**M1 wires**

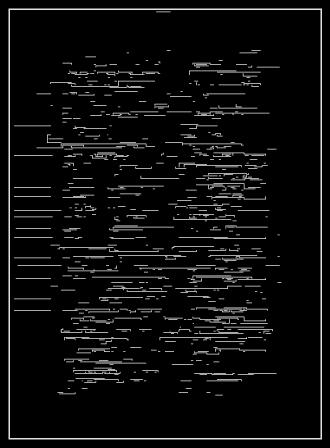
**Met2 routing**

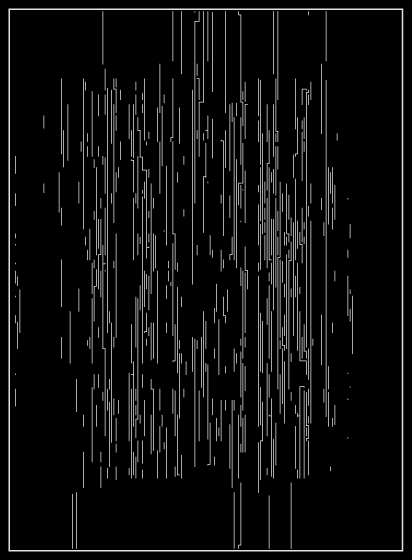
**Signal wires on met3**

The bar under the picture is 20 um long.
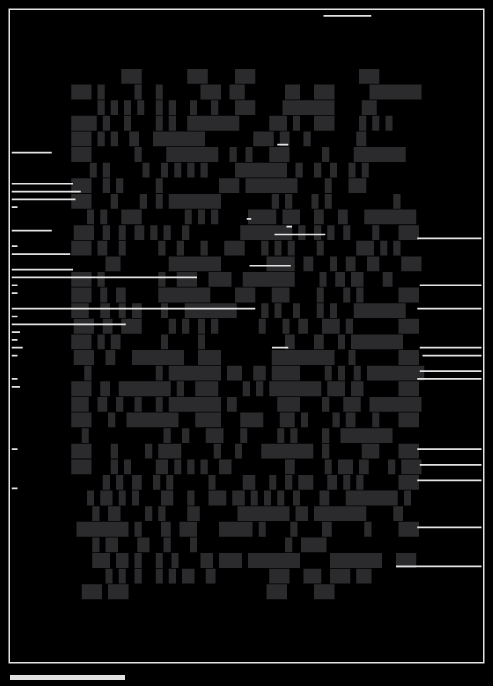
**Sequential cells colored by netlist name**

The bar under the picture is 20 um long. Other sequential cells in the stronger gray, the rest of the logic in the fainter gray.
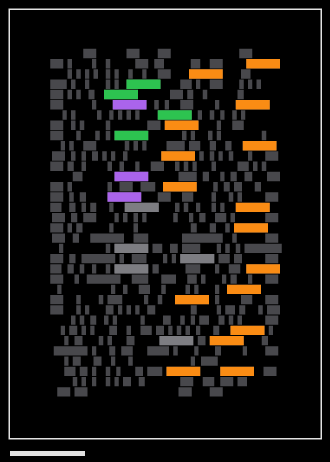
**Routing congestion**

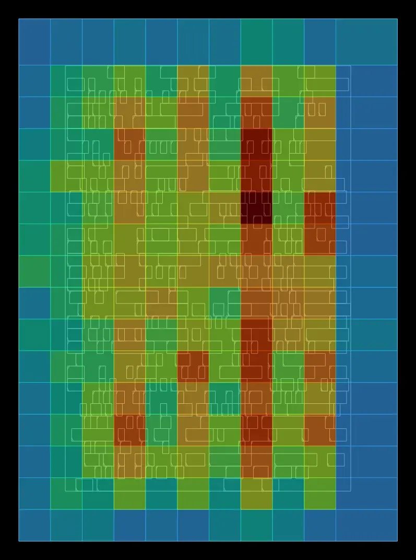
<file path="config.mk">
export PLATFORM = sky130hd
export DESIGN_NAME = gray_conv_arbiter
export DESIGN_NICKNAME = d
export VERILOG_FILES = /design/src/rtl/code_conv_pkg.sv /design/src/rtl/bin2gray_core.sv /design/src/rtl/gray_conv_arbiter.sv
export SDC_FILE = /design/constraint.sdc
export NUM_CORES = 1
export LEC_CHECK = 0
export ABC_AREA = 1
export CAP_MARGIN = 20
export CELL_PAD_IN_SITES_DETAIL_PLACEMENT = 1
export CELL_PAD_IN_SITES_GLOBAL_PLACEMENT = 1
export CORE_ASPECT_RATIO = 1.5
export CORE_MARGIN = 10
export CORE_UTILIZATION = 34
export DETAILED_ROUTE_END_ITERATION = 10
export GPL_TIMING_DRIVEN = 0
export PLACE_DENSITY_LB_ADDON = 0.1
export SYNTH_ARGS = -nofsm -noshare
export SYNTH_HDL_FRONTEND = slang
export SYNTH_SLANG_ARGS = --single-unit
export TNS_END_PERCENT = 20
</file>
<file path="constraint.sdc">
create_clock -name clk -period 3.3 [get_ports clk]
set_input_delay 0.33 -clock clk [delete_from_list [all_inputs] [get_ports clk]]
set_output_delay 0.33 -clock clk [all_outputs]
set_load 0.005 [all_outputs]
</file>
<file path="src/rtl/code_conv_pkg.sv">
// rtl/code_conv_pkg.sv - shared types and constants for the code-converter blocks
package code_conv_pkg;

  typedef enum logic {
    EMPTY = 1'b0,
    FULL  = 1'b1
  } out_state_t;

  localparam int CNT_W = 16;

endpackage

</file>
<file path="src/rtl/bin2gray_core.sv">
// rtl/bin2gray_core.sv - combinational binary-to-Gray converter
module bin2gray_core #(
  parameter int W = 4
) (
  input  logic [W-1:0] b,
  output logic [W-1:0] g
);

  assign g = b ^ (b >> 1);

endmodule

</file>
<file path="src/rtl/gray_conv_arbiter.sv">
// rtl/gray_conv_arbiter.sv - round-robin arbiter sharing one bin2gray core among NREQ requesters
module gray_conv_arbiter
  import code_conv_pkg::*;
#(
  parameter int NREQ = 4,
  parameter int W    = 4,
  parameter int IDW  = 2
) (
  input  logic                clk,
  input  logic                rst_n,
  input  logic [NREQ-1:0]     req_valid,
  input  logic [NREQ*W-1:0]   req_bin,
  output logic [NREQ-1:0]     req_ready,
  output logic                out_valid,
  input  logic                out_ready,
  output logic [W-1:0]        out_gray,
  output logic [W-1:0]        out_bin,
  output logic [IDW-1:0]      out_id,
  output logic [CNT_W-1:0]    conv_cnt
);

  out_state_t     state, state_next;
  logic [IDW-1:0] rr_ptr;
  logic [NREQ-1:0] rot;
  logic [IDW-1:0] pick;
  logic [IDW-1:0] win;
  logic           found;
  logic           slot_free;
  logic           accept;
  logic [W-1:0]   sel_bin;
  logic [W-1:0]   sel_gray;

  function automatic logic [IDW-1:0] wrap_add(input logic [IDW-1:0] a, input int b);
    return IDW'((int'(a) + b) % NREQ);
  endfunction

  assign slot_free = (state == EMPTY) || out_ready;
  assign accept    = slot_free && found;

  // Rotate so rr_ptr sits at bit 0, take the lowest set bit, then map back.
  always_comb begin
    rot = '0;
    for (int j = 0; j < NREQ; j++) rot[j] = req_valid[wrap_add(rr_ptr, j)];
    pick  = '0;
    found = 1'b0;
    for (int j = NREQ - 1; j >= 0; j--) begin
      if (rot[j]) begin
        pick  = IDW'(j);
        found = 1'b1;
      end
    end
    win       = wrap_add(rr_ptr, int'(pick));
    req_ready = '0;
    if (accept) req_ready[win] = 1'b1;
  end

  always_comb begin
    sel_bin = '0;
    for (int i = 0; i < NREQ; i++) begin
      if (win == IDW'(i)) sel_bin = req_bin[i*W +: W];
    end
  end

  bin2gray_core #(.W(W)) u_core (
    .b (sel_bin),
    .g (sel_gray)
  );

  always_ff @(posedge clk or negedge rst_n) begin
    if (!rst_n) state <= EMPTY;
    else        state <= state_next;
  end

  always_comb begin
    state_next = state;
    if (accept)                            state_next = FULL;
    else if (state == FULL && out_ready)   state_next = EMPTY;
  end

  always_comb begin
    out_valid = (state == FULL);
  end

  always_ff @(posedge clk or negedge rst_n) begin
    if (!rst_n) begin
      out_gray <= '0;
      out_bin  <= '0;
      out_id   <= '0;
      rr_ptr   <= '0;
    end else if (accept) begin
      out_gray <= sel_gray;
      out_bin  <= sel_bin;
      out_id   <= win;
      rr_ptr   <= wrap_add(win, 1);
    end
  end

  always_ff @(posedge clk or negedge rst_n) begin
    if (!rst_n)                                          conv_cnt <= '0;
    else if (out_valid && out_ready && conv_cnt != '1)   conv_cnt <= conv_cnt + 1'b1;
  end

endmodule

</file>
==> flow_metrics.env <==
# flow metrics
export IMPL_run_status="complete, no violations"
export IMPL_yosys_stat_area_mm2=0.00198
export IMPL_syn2layout_area_growth_pct=39.2
export IMPL_core_area_mm2=0.00574
export IMPL_sequentialPowerShare_pct=18.4
export IMPL_reg2reg_setup_slack_ps=430
export IMPL_drt_first_pass_iters=4
export IMPL_final_period_utilization_pct=96.9
export IMPL_layout_area_top_class="multi-input combinational cells"
export IMPL_post_cts_setup_buffers=0
export IMPL_nFillCells=749
export IMPL_critical_path_cell_count=16
export IMPL_post_place_ws_ps=-183
export IMPL_grt_antenna_before_repair=0
export IMPL_cts_root_buffer="clkbuf_8"
export IMPL_adder_cell_fraction_of_synth_area_pct=3.78
export IMPL_cp_end_kind="output port"
export IMPL_num_nonclk_buffers=61
export IMPL_grt_pass1_vias=2088
export IMPL_synth_sequential_area_ratio_pct=35.3
export IMPL_simple_gate_share_pct=42.1
export IMPL_number_of_buffers_added_to_fix_hold_violations_after_cts=0
export IMPL_tool_warnings=31
export IMPL_ys_cells=291
export IMPL_hold_violations=0
export IMPL_maximum_ir_drop_on_the_vdd_rail_mv=0.876
export IMPL_critical_path_most_common_cell="nand2_1"
export IMPL_biggest_regs="conv_cnt: 16 flops, out_gray: 4 flops, out_bin: 3 flops"
export IMPL_top_layer="met4"
export IMPL_timing_rr_start="rr_ptr[0]"
export IMPL_tapCellCount=72
export IMPL_netlist_instances=291
export IMPL_die_y_um=114
export IMPL_power_static_leakage_nw=1.35
export IMPL_max_freq_mhz=313
export IMPL_numClockSinks=28
export IMPL_crit_path_cell_trace="buf_6, inv_6, nand2_1, nand2_1, nand2_1, nand2_2, nand3_1, a21oi_2, ha_1, xor2_1, nand2_1, nand2_4, ha_4, inv_1, nor2_1, clkdlybuf4s50_1"
export IMPL_portBuffers=53
-- 'M1 wires' (at the start) --
- main direction: horizontal
- share of all routed wire: 37%
- wire length on this layer: 2160 um
wire length after detailed routing: 5890 um
global routing usage on met1: 12.5%
count of vias placed by the detailed router: 2023

-- 'met2 routing' (at the start) --
- share of all routed wire: 57%
- main direction: vertical
- longest straight run: 70.7 um
- wire length on this layer: 3330 um
- nets with wire on the layer: 326
GRT met2 Usage: 25.0%

-- 'signal wires on met3' (at the start) --
- nets with wire on the layer: 38
- share of all routed wire: 5.6%
- main direction: horizontal
- wire length on this layer: 331 um
- longest straight run: 42.1 um
fraction of met3 tracks used by global routing: 2.68%

-- 'sequential cells colored by netlist name' (at the start) --
- green: out_gray (sequential cells 4; where top middle)
- orange: conv_cnt (sequential cells 16)
- purple: out_bin (sequential cells 3)
- not colored: 5
sequential cell area in the final layout: 701 um^2
power in sequential cells: 0.572 mW
final cell utilization of the core: 48.1%
sequential cell area share: 25.4%

-- 'routing congestion' (at the start) --
global-route usage over all layers: 12.7%
routed wirelength normalized by instance count: 14.0 um
most crowded layer after global routing: met2

Power and IR drop assume default switching activity.
